run_1/pins.png
Drawn at 6 px/um. Pins as bars across the die edge, other pins in grey.
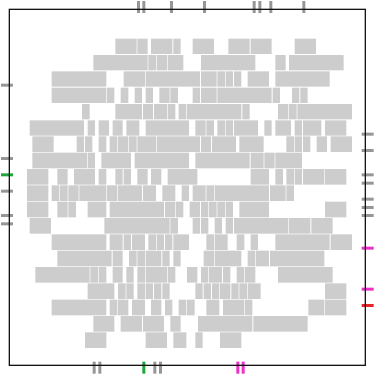
run_1/final_clocks.png
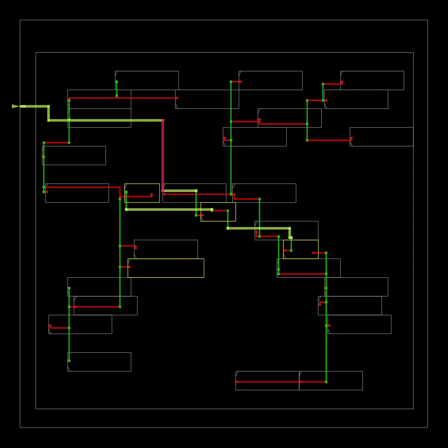
run_1/gate_families.png
Drawn at 6 px/um.
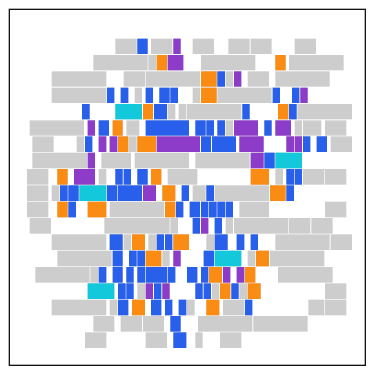
run_1/clock_map.png
Drawn at 8 px/um.
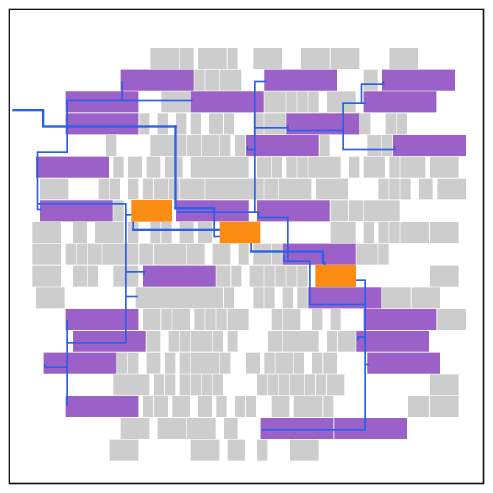
===== config.mk =====
export PLATFORM = sky130hd
export DESIGN_NAME = rps_match_scorer_flat
export DESIGN_NICKNAME = d
export VERILOG_FILES = /design/src/rtl/rps_match_scorer_if.sv /design/src/rtl/rps_match_scorer.sv /design/src/flat_wrapper.sv
export SDC_FILE = /design/constraint.sdc
export NUM_CORES = 1
export LEC_CHECK = 0
export ABC_AREA = 1
export CAP_MARGIN = 0
export CORE_MARGIN = 2
export CORE_UTILIZATION = 50
export CTS_BUF_LIST = sky130_fd_sc_hd__clkbuf_8
export DETAILED_ROUTE_END_ITERATION = 16
export PLACE_DENSITY = 0.88
export SETUP_SLACK_MARGIN = 0.2
export SYNTH_ARGS = -nofsm -noshare
export SYNTH_HDL_FRONTEND = slang
export SYNTH_SLANG_ARGS = --single-unit

===== constraint.sdc =====
create_clock -name clk -period 3.3 [get_ports clk]
set_input_delay 0.495 -clock clk [delete_from_list [all_inputs] [get_ports clk]]
set_output_delay 0.495 -clock clk [all_outputs]
set_load 0.05 [all_outputs]

===== src/rtl/rps_match_scorer_if.sv =====
// Round handshake between the stone-paper-scissors judge and the scorer.
// The judge is the master; the scorer is the slave that raises round_ready.
interface rps_match_scorer_if;
    logic       round_valid;
    logic [1:0] round_result;
    logic       round_ready;

    modport master (
        output round_valid,
        output round_result,
        input  round_ready
    );

    modport slave (
        input  round_valid,
        input  round_result,
        output round_ready
    );
endinterface


===== src/rtl/rps_match_scorer.sv =====
// Match scorekeeper: accumulates round results and declares a winner.
// Define RPS_ROUND_LIMIT_EN to end a drawn match after MAX_ROUNDS rounds.
module rps_match_scorer #(
    parameter int WIN_TARGET = 3,
    parameter int SCORE_W    = 4,
    parameter int MAX_ROUNDS = 15
) (
    input  logic               clk,
    input  logic               rst_n,
    input  logic               match_start,
    rps_match_scorer_if.slave  rnd,
    output logic [SCORE_W-1:0] p1_score,
    output logic [SCORE_W-1:0] p2_score,
    output logic [SCORE_W-1:0] tie_count,
    output logic [SCORE_W-1:0] invalid_count,
    output logic [SCORE_W-1:0] round_count,
    output logic               match_active,
    output logic               match_done,
    output logic [1:0]         match_winner
);

    typedef enum logic [1:0] {
        IDLE = 2'd0,
        PLAY = 2'd1,
        DONE = 2'd2
    } state_t;

    localparam logic [SCORE_W-1:0] CNT_MAX = '1;
    localparam logic [SCORE_W-1:0] TARGET  = SCORE_W'(WIN_TARGET);

    if (WIN_TARGET < 1 || WIN_TARGET > (2**SCORE_W) - 1) begin : g_bad_target
        $error("WIN_TARGET out of range");
    end
    if (MAX_ROUNDS < 1 || MAX_ROUNDS > (2**SCORE_W) - 1) begin : g_bad_rounds
        $error("MAX_ROUNDS out of range");
    end

`ifdef RPS_ROUND_LIMIT_EN
    localparam logic [SCORE_W-1:0] LIMIT = SCORE_W'(MAX_ROUNDS);
`endif

    state_t             state, state_n;
    logic [SCORE_W-1:0] p1_n, p2_n, tie_n, inv_n, rc_n;
    logic [1:0]         win_n;
    logic               done_n;

    function automatic logic [SCORE_W-1:0] sat_inc(
        input logic [SCORE_W-1:0] v
    );
        return (v == CNT_MAX) ? v : v + 1'b1;
    endfunction

    always_comb begin
        state_n = state;
        p1_n    = p1_score;
        p2_n    = p2_score;
        tie_n   = tie_count;
        inv_n   = invalid_count;
        rc_n    = round_count;
        win_n   = match_winner;
        done_n  = 1'b0;

        unique case (state)
            IDLE, DONE: begin
                if (match_start) begin
                    p1_n    = '0;
                    p2_n    = '0;
                    tie_n   = '0;
                    inv_n   = '0;
                    rc_n    = '0;
                    win_n   = 2'b00;
                    state_n = PLAY;
                end
            end
            PLAY: begin
                // A restart wins over a round presented in the same cycle
                if (match_start) begin
                    p1_n  = '0;
                    p2_n  = '0;
                    tie_n = '0;
                    inv_n = '0;
                    rc_n  = '0;
                    win_n = 2'b00;
                end else if (rnd.round_valid && rnd.round_ready) begin
                    rc_n = sat_inc(round_count);
                    unique case (rnd.round_result)
                        2'b00: tie_n = sat_inc(tie_count);
                        2'b01: p1_n  = p1_score + 1'b1;
                        2'b10: p2_n  = p2_score + 1'b1;
                        2'b11: inv_n = sat_inc(invalid_count);
                    endcase
                    if (p1_n == TARGET) begin
                        state_n = DONE;
                        win_n   = 2'b01;
                        done_n  = 1'b1;
                    end else if (p2_n == TARGET) begin
                        state_n = DONE;
                        win_n   = 2'b10;
                        done_n  = 1'b1;
                    end
`ifdef RPS_ROUND_LIMIT_EN
                    else if (rc_n == LIMIT) begin
                        state_n = DONE;
                        win_n   = 2'b00;
                        done_n  = 1'b1;
                    end
`endif
                end
            end
            default: state_n = IDLE;
        endcase
    end

    always_ff @(posedge clk or negedge rst_n) begin
        if (!rst_n) begin
            state           <= IDLE;
            p1_score        <= '0;
            p2_score        <= '0;
            tie_count       <= '0;
            invalid_count   <= '0;
            round_count     <= '0;
            match_winner    <= 2'b00;
            match_done      <= 1'b0;
            match_active    <= 1'b0;
            rnd.round_ready <= 1'b0;
        end else begin
            state           <= state_n;
            p1_score        <= p1_n;
            p2_score        <= p2_n;
            tie_count       <= tie_n;
            invalid_count   <= inv_n;
            round_count     <= rc_n;
            match_winner    <= win_n;
            match_done      <= done_n;
            match_active    <= (state_n == PLAY);
            rnd.round_ready <= (state_n == PLAY);
        end
    end

endmodule


===== src/flat_wrapper.sv =====
// flat-port wrapper written by rule: the top's interface ports become plain ports
module rps_match_scorer_flat 
#(
    parameter int WIN_TARGET = 3,
    parameter int SCORE_W    = 4,
    parameter int MAX_ROUNDS = 15
)
  (clk, rst_n, match_start, p1_score, p2_score, tie_count, invalid_count, round_count, match_active, match_done, match_winner, rnd_round_valid, rnd_round_result, rnd_round_ready);
  rps_match_scorer_if rnd_i ();
  input  logic clk;
  input  logic rst_n;
  input  logic match_start;
  output logic [SCORE_W-1:0] p1_score;
  output logic [SCORE_W-1:0] p2_score;
  output logic [SCORE_W-1:0] tie_count;
  output logic [SCORE_W-1:0] invalid_count;
  output logic [SCORE_W-1:0] round_count;
  output logic match_active;
  output logic match_done;
  output logic [1:0] match_winner;
  input wire logic [$bits(rnd_i.round_valid)-1:0] rnd_round_valid;
  input wire logic [$bits(rnd_i.round_result)-1:0] rnd_round_result;
  output wire logic [$bits(rnd_i.round_ready)-1:0] rnd_round_ready;
  assign rnd_i.round_valid = rnd_round_valid;
  assign rnd_i.round_result = rnd_round_result;
  assign rnd_round_ready = rnd_i.round_ready;
  rps_match_scorer #(.WIN_TARGET(WIN_TARGET), .SCORE_W(SCORE_W), .MAX_ROUNDS(MAX_ROUNDS)) u_core (.clk(clk), .rst_n(rst_n), .match_start(match_start), .rnd(rnd_i), .p1_score(p1_score), .p2_score(p2_score), .tie_count(tie_count), .invalid_count(invalid_count), .round_count(round_count), .match_active(match_active), .match_done(match_done), .match_winner(match_winner));
endmodule

==> results.py, run 1 <==
# Flow results
metrics = {
    "die": {
        "ios": 31,
        "initial_core_util_pct": 53.6,
        "die-height_um": 59.1,
        "fp-row-count": 19,
        "die_w_um": 59.1,
        "nWellTaps": 31,
    },
    "setup_path": {
        "crit_required_ns": 2.80,
        "critical_path_peak_fanout": 5,
        "critPathTopFamily": "buffers and inverters",
        "reg2reg_depth": 7,
        "crit_end": "tie_count[2]",
        "startpoint": "u_core.tie_count[2]",
        "setup.worst_path.class": "reg -> out",
        "critPathSlowestCell": "clkdlybuf4s50_1",
        "ff2ff_setup_slack_ns": 1.81,
        "r2r_end": "u_core.invalid_count[2]",
        "path_buffers": 1,
        "worstSetupEndpointType": "primary output",
        "worstPathCellList": "clkdlybuf4s50_1",
        "crit_arrival_ns": 1.56,
    },
    "final_timing": {
        "setup_viol": 0,
        "post-route-min-period_ns": 2.05,
        "worst_slack_ns": 1.25,
        "rsz0062_at_grt": "false",
        "fin_setup_tns_ns": 0,
        "max_freq_mhz": 487,
        "period_used_pct": 62.2,
    },
    "final_layout": {
        "clkbuf_count": 3,
        "num-multi-input-gates": 134,
        "nets": 235,
        "drive_above_1_share_pct": 11.2,
        "fill_cells": 228,
        "largest_class": "logic gates",
        "regArea_um2": 651,
        "combAreaFraction_pct": 38.6,
        "flops": 26,
        "layout.nonclk_buf_share_pct": 16.1,
        "sh_seq_area_pct": 33.9,
    },
    "clocking": {
        "clk_latency_ns": 0.27,
        "clk_pin_slew_ns": 0.09,
        "postCtsResizedCells": 0,
        "cts_tree": "built",
        "htree_levels": 1,
        "clockRootBuffer": "clkbuf_8",
        "ctsHoldBuffers": 0,
        "clock_path_buffers": 2,
    },
    "yosys": {
        "yosys-top-cells-count": "51 x nand2_1, 26 x dfrtp_1, 22 x inv_1, 18 x nand3_1, 15 x nor2_1",
        "synth_cells": 190,
        "ys_chip_area_um2": 1520,
        "ys_sh_adder_pct": 4.12,
        "top_cell": "nand2_1",
        "xor_share_pct": 0.577,
        "synth.avg_cell_area_um2": 7.99,
        "ys_cells": 190,
        "top_area_cell": "dfrtp_1",
        "syn_area_um2": 1520,
        "synthSimpleGateAreaFrac_pct": 33.1,
        "yosys_warnings": 0,
        "syn-num-nets": 201,
        "logic_family": "simple AND/OR/NAND/NOR gates",
        "synth-edff-count": 0,
        "synth_top_area_share_pct": 42.9,
        "yosys.area_share.aoi_pct": 11.0,
        "ys_seq_share_pct": 42.9,
    },
    "run": {
        "warnings": 26,
        "cap_violations": 0,
    },
    "global_route": {
        "antenna_found_initial": 0,
        "grt_max_degree": 27,
        "grt_pass1_vias": 1206,
        "grt_usage_pct": 19.7,
        "grt_first_pass_wirelength_um": 5240,
    },
    "routing": {
        "drtIter0Drc": 47,
        "wl_met2_um": 1590,
        "viasPerCell": 5.45,
        "vias": 1384,
        "wirelength_um": 3240,
        "drcViolationCount": 0,
        "wl_per_cell_um": 12.8,
        "top_layer_used": "met4",
    },
    "power_and_ir_drop": {
        "intPower_mw": 0.681,
        "p_per_area_nw_per_um2": 619,
        "p_leak_nw": 0.880,
        "comb_power_share_pct": 44.2,
        "pwr-share-clk_pct": 22.0,
        "switching_power_mw": 0.505,
    },
    "worst_hold_path": {
        "holdPathEnd": "u_core.match_winner[0]",
        "min_from": "u_core.match_winner[0]",
    },
    "place": {
        "dp_hpwl_um": 2430,
        "place_ws_ns": 1.22,
        "port_buffers": 30,
    },
    "outcome": {
        "outcome": "completed",
    },
}
-- pins.png (at the start) --
colour	port	pins	direction	edge
green	rnd_round_result	2	input	1 south, 1 west
magenta	p1_score	4	output	2 east, 2 south
red	rst_n	1	input	east

-- final_clocks.png (at the start) --
total CTS buffers: 3
Clock Skews: 0.00803 ns
Clock Sinks: 26

-- gate_families.png (at the start) --
colour	family	cells
blue	NAND gates	77
cyan	adder and majority cells	5
purple	NOR gates	23
orange	inverting AOI/OAI gates	27

-- clock_map.png (at the start) --
[blue] clock wires | length: 292 um
[orange] cells driving clock nets | count: 3
[purple] flip-flops | count: 26
flops lie	all over the die
routed clock nets	4

[run 1: sequential cells by signal, indices dropped and copies added, names as in the netlist]
register	count
u_core.state	2
u_core.p2_score	4
u_core.tie_count	4
u_core.match_winner	2
u_core.round_count	4
u_core.match_done	1
u_core.p1_score	4
u_core.invalid_count	4
u_core.rnd.round_ready	1
[run 1: power by group through the flow]
stage                     registers (mW)  logic [mW]  clock network [mW]
after floorplan                    0.518       0.280                   0
after global placement             0.405       0.512                   0
after detailed placement           0.407       0.521                   0
after CTS                          0.402       0.525               0.270
after global routing               0.407       0.565               0.281
final                              0.402       0.524               0.261
[run 1: through the flow]
step                      instance area (um2)  utilization, %
final                                    1920            67.8
after floorplan                          1520               -
after CTS                                1920            67.8
after global placement                   1850            65.2
after global routing                     1920            67.8
after detailed placement                 1850            65.2
run_1/metal_stack.png
Drawn at 4 px/um. Two of the layers only.
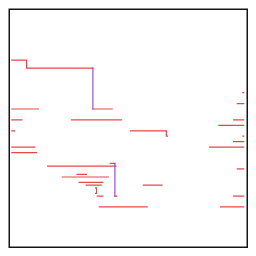

==> run 2, diff against run 1 <==
==> constraint.sdc (replaced) <==
create_clock -name clk -period 2.15 [get_ports clk]
set_input_delay 0.3225 -clock clk [delete_from_list [all_inputs] [get_ports clk]]
set_output_delay 0.3225 -clock clk [all_outputs]
set_load 0.05 [all_outputs]
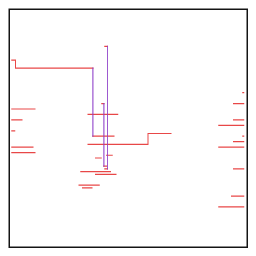
run_2/metal_stack.png
Drawn at 4 px/um. Two of the layers only.
colour	layer	wire length
purple	met4	63.2 um
red	met3	135 um

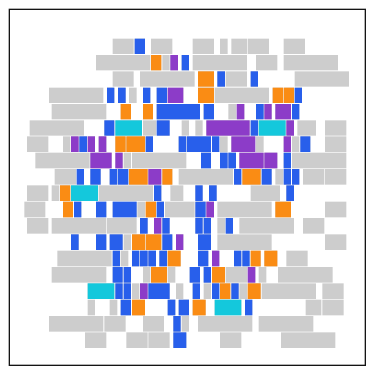
run_2/gate_families.png
Drawn at 6 px/um.
colour	family	cells
cyan	adder and majority cells	5
orange	inverting AOI/OAI gates	27
purple	NOR gates	23
blue	NAND gates	77

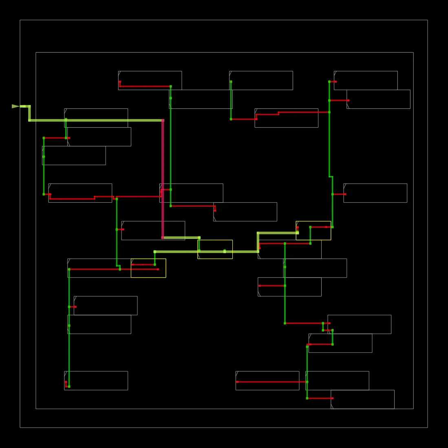
run_2/final_clocks.png
Late-Pin Clk Latency: 0.26 ns
clkbuf count: 3
clock group total power: 0.268 mW
Seq cells: 26

==> results.py, run 2 <==
# Flow results
metrics = {
    "routing": {
        "drtIter0Drc": 81,
        "wirelength_um": 3160,
        "drcViolationCount": 0,
        "wl_per_cell_um": 12.4,
        "vias": 1355,
        "first_pass_iters": 4,
        "viasPerCell": 5.33,
    },
    "power_and_ir_drop": {
        "switching_power_mw": 0.757,
        "seq-power_mw": 0.616,
        "intPower_mw": 0.922,
        "power.share.switching_pct": 45.1,
        "p_total_mw": 1.68,
        "power_leader": "combinational logic",
        "comb-power_mw": 0.795,
        "seqPwrFrac_pct": 36.7,
        "p_leak_nw": 0.870,
        "comb_power_share_pct": 47.3,
        "pwr-share-clk_pct": 16.0,
        "p_per_area_nw_per_um2": 887,
    },
    "global_route": {
        "busiest_layer": "met2",
        "met2_usage_pct": 32.7,
        "antenna_found_initial": 0,
        "grt_first_pass_wirelength_um": 5430,
        "grt_usage_pct": 20.1,
        "grt_max_degree": 27,
        "grt_pass1_vias": 1263,
        "grtUsageMet3_pct": 3.93,
    },
    "yosys": {
        "ys_cells": 190,
        "synth-edff-count": 0,
        "synth.avg_cell_area_um2": 7.99,
        "synth_top_area_share_pct": 42.9,
        "synth.area.top_cells": "dfrtp_1 43%, nand2_1 13%, nand3_1 5.9%, inv_1 5.4%, ha_1 4.1%",
        "top_cell": "nand2_1",
        "top_area_cell": "dfrtp_1",
        "syn-num-nets": 201,
        "yosys-top-cells-count": "51 x nand2_1, 26 x dfrtp_1, 22 x inv_1, 18 x nand3_1, 15 x nor2_1",
        "ys_seq_elements": 26,
        "ys_seq_share_pct": 42.9,
        "syn_area_um2": 1520,
        "yosys_warnings": 0,
        "synth_cells": 190,
        "ys_chip_area_um2": 1520,
        "async_reset_ff_share_pct": 100,
    },
    "clocking": {
        "cts_tree": "built",
        "htree_levels": 1,
        "clockRootBuffer": "clkbuf_8",
        "ctsHoldBuffers": 0,
        "numCtsBuffers": 3,
        "post-cts-setup-buffers": 0,
        "postCtsResizedCells": 0,
        "clk_pin_slew_ns": 0.08,
        "cts_num_sinks": 26,
        "clock_path_buffers": 2,
    },
    "die": {
        "die-height_um": 59.1,
        "fp-row-count": 19,
        "ios": 31,
        "die_w_um": 59.1,
        "initial_core_util_pct": 53.6,
    },
    "final_timing": {
        "fin_setup_tns_ns": 0,
        "report.final.hold_viol_count": 0,
        "setup_viol": 0,
        "rsz0062_at_grt": "false",
        "period_used_pct": 86.1,
        "worst_slack_ns": 0.300,
        "max_freq_mhz": 540,
        "clock_skew_ns": 0.000973,
        "post-route-min-period_ns": 1.85,
        "relSlewSlack_pct": 66.2,
    },
    "final_layout": {
        "final_common_cell": "nand2_1",
        "fin_util_pct": 67.0,
        "drive_above_1_share_pct": 11.2,
        "postLayoutCellArea_um2": 1890,
        "area_delta_synth_final_pct": 24.8,
        "final_cells": 254,
        "nets": 236,
    },
    "place": {
        "place_ws_ns": 0.252,
        "post-place-cells": 251,
        "dp_hpwl_um": 2460,
        "dpl_cell_area_um2": 1850,
        "port_buffers": 30,
    },
    "run": {
        "cap_violations": 0,
        "warnings": 26,
    },
    "setup_path": {
        "critical_path_peak_fanout": 5,
        "path_depth": 1,
        "ff2ff_setup_slack_ns": 0.68,
        "setup.worst_path.class": "reg -> out",
        "crit_required_ns": 1.83,
        "reg2reg_depth": 10,
        "worstPathCellList": "clkdlybuf4s50_1",
        "startpoint": "u_core.tie_count[2]",
        "worstSetupEndpointType": "primary output",
        "path_buffers": 1,
        "crit_end": "tie_count[2]",
        "critPathSlowestCell": "clkdlybuf4s50_1",
        "critPathTopFamily": "buffers and inverters",
        "r2r_end": "u_core.match_winner[1]",
        "critPathMaxStageDelay_ns": 0.84,
        "crit_arrival_ns": 1.53,
        "reg2reg_from": "u_core.p2_score[0]",
    },
    "outcome": {
        "outcome": "completed",
    },
}
run 2: cell count changes in the layout (fill, tap and decap cells not counted), sizes merged:
cell / change
bufinv: -1
buf: +1
run 2: logic make-up (layout without fill, tap and decap cells):
family          after synthesis  after routing  synth area share [%]
compound gates               27             27                  11.0
flops                        26             26                  42.9
fa+ha+maj                     5              5                  4.12
buf+inv                      30             63                  8.33
xor+xnor                      1              1                 0.577
simple gates                101            101                  33.1
run 2: final cells by class:
cell class / count / area [um2]
multi-input cells: 134 / 741
clock buffers: 3 / 41.3
inverters: 28 / 108
well taps: 31 / 38.8
fillers: 250 / 935
flip-flops and latches: 26 / 651
repair buffers: 32 / 315
run 2: per-layer routing:
layer  vias to the layer above  part of all wire, %
li1                        687                    -
met1                       625                   47
met2                        37                   47
met3                         6                  4.3
met4                         0                  2.0
met5                         -                    0
run_2/pins.png
Drawn at 6 px/um. Pins as bars across the die edge, other pins in grey.
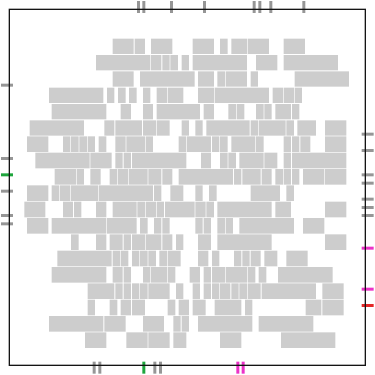

==> run 3, diff against run 2 <==
--- a/config.mk
+++ b/config.mk
@@ -9,7 +9,7 @@
 export CAP_MARGIN = 0
 export CORE_MARGIN = 2
 export CORE_UTILIZATION = 50
-export CTS_BUF_LIST = sky130_fd_sc_hd__clkbuf_8
+export CTS_BUF_LIST = sky130_fd_sc_hd__clkbuf_2
 export DETAILED_ROUTE_END_ITERATION = 16
 export PLACE_DENSITY = 0.88
 export SETUP_SLACK_MARGIN = 0.2
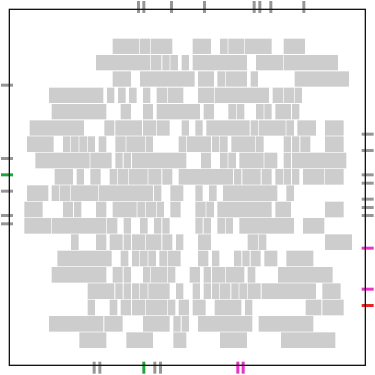
run_3/pins.png
Drawn at 6 px/um. Pins as bars across the die edge, other pins in grey.
colour	port	pins	direction	edge
red	rst_n	1	input	east
magenta	p1_score	4	output	2 east, 2 south
green	rnd_round_result	2	input	1 south, 1 west
all pins by edge	10 east, 8 north, 7 south, 6 west

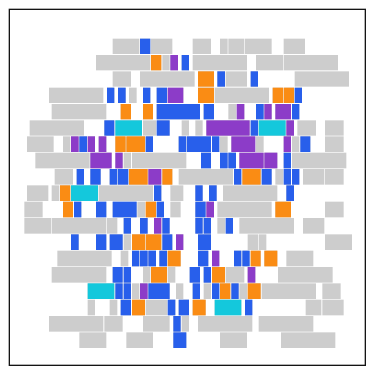
run_3/gate_families.png
Drawn at 6 px/um.
colour	family	cells
blue	NAND gates	77
orange	inverting AOI/OAI gates	27
purple	NOR gates	23
cyan	adder and majority cells	5

==> results.py, run 3 <==
# Flow results
metrics = {
    "outcome": {
        "outcome": "completed",
    },
    "clocking": {
        "cts_tree": "built",
        "numCtsBuffers": 3,
        "post-cts-setup-buffers": 0,
        "clockRootBuffer": "clkbuf_2",
        "clk_pin_slew_ns": 0.23,
        "cts_num_sinks": 26,
        "ctsHoldBuffers": 0,
        "clock_path_buffers": 2,
    },
    "global_route": {
        "grt_usage_pct": 20.1,
        "grt_max_degree": 27,
        "grt_pass1_vias": 1286,
    },
    "final_layout": {
        "postLayoutCellArea_um2": 1880,
        "fin_util_pct": 66.5,
        "area_delta_synth_final_pct": 24.0,
        "nets": 236,
    },
    "power_and_ir_drop": {
        "p_leak_nw": 1.08,
        "comb_power_share_pct": 49.3,
        "switching_power_mw": 0.751,
        "power_leader": "combinational logic",
        "p_per_area_nw_per_um2": 829,
        "pwr-share-clk_pct": 11.4,
        "comb-power_mw": 0.770,
        "seqPwrFrac_pct": 39.3,
    },
    "setup_path": {
        "crit_end": "match_winner[1]",
        "crit_required_ns": 1.83,
        "path_depth": 1,
        "r2r_end": "u_core.round_count[0]",
        "critPathTopFamily": "buffers and inverters",
        "startpoint": "u_core.match_winner[1]",
        "critPathSlowestCell": "clkdlybuf4s50_1",
        "path_buffers": 1,
    },
    "run": {
        "warnings": 26,
        "cap_violations": 0,
    },
    "routing": {
        "drtIter0Drc": 50,
        "wirelength_um": 3150,
        "vias": 1360,
        "first_pass_iters": 4,
    },
    "yosys": {
        "yosys.area_share.aoi_pct": 11.0,
        "ys_chip_area_um2": 1520,
        "logic_family": "simple AND/OR/NAND/NOR gates",
        "synthSimpleGateAreaFrac_pct": 33.1,
        "ys_sh_adder_pct": 4.12,
        "ys_cells": 190,
        "syn-num-nets": 201,
        "yosys-top-cells-count": "51 x nand2_1, 26 x dfrtp_1, 22 x inv_1, 18 x nand3_1, 15 x nor2_1",
        "synth_top_area_share_pct": 42.9,
        "synth.area.top_cells": "dfrtp_1 43%, nand2_1 13%, nand3_1 5.9%, inv_1 5.4%, ha_1 4.1%",
        "ys_seq_share_pct": 42.9,
        "xor_share_pct": 0.577,
        "synth_cells": 190,
        "synth.avg_cell_area_um2": 7.99,
        "async_reset_ff_share_pct": 100,
        "yosys_warnings": 0,
    },
    "final_timing": {
        "period_used_pct": 87.3,
        "report.final.hold_viol_count": 0,
        "rsz0062_at_grt": "false",
        "setup_viol": 0,
        "fin_setup_tns_ns": 0,
        "relSlewSlack_pct": 65.9,
        "max_freq_mhz": 533,
    },
    "die": {
        "initial_core_util_pct": 53.6,
        "die_w_um": 59.1,
        "die-height_um": 59.1,
    },
    "place": {
        "dpl_cell_area_um2": 1850,
    },
}
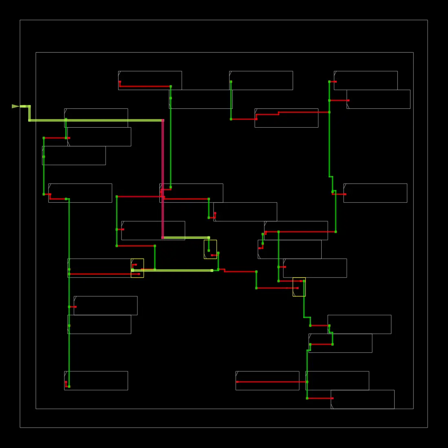
run_3/final_clocks.png
Clock Skews: 0.00349 ns
clock group total power: 0.178 mW
Late-Pin Clk Latency: 0.34 ns

## run 3: cell counts after synthesis
No cell type changed its count.
## run 3: area by class of cell
class | instances | area (um2)
fillers | 261 | 947
multi-input cells | 134 | 741
flip-flops and latches | 26 | 651
repair buffers | 32 | 329
inverters | 28 | 108
well taps | 31 | 38.8
clock buffers | 3 | 15.0
## run 3: stage by stage
step                setup WS, ns  std cells  hold WS [ns]
floorplan                  0.538        190        0.0269
global placement           0.285        251         0.472
detailed placement         0.252        251         0.474
CTS                        0.201        254         0.310
global route               0.208        254         0.280
finish                     0.273        254         0.311
## run 3: metal layers
layer  part of all wire, %  track usage (%)
met1                    46             26.3
met2                    48             32.5
met3                   4.2             3.93
met4                   2.3             8.12
met5                     0                0
No activity file was given, so power comes from the tool's default toggle rates.
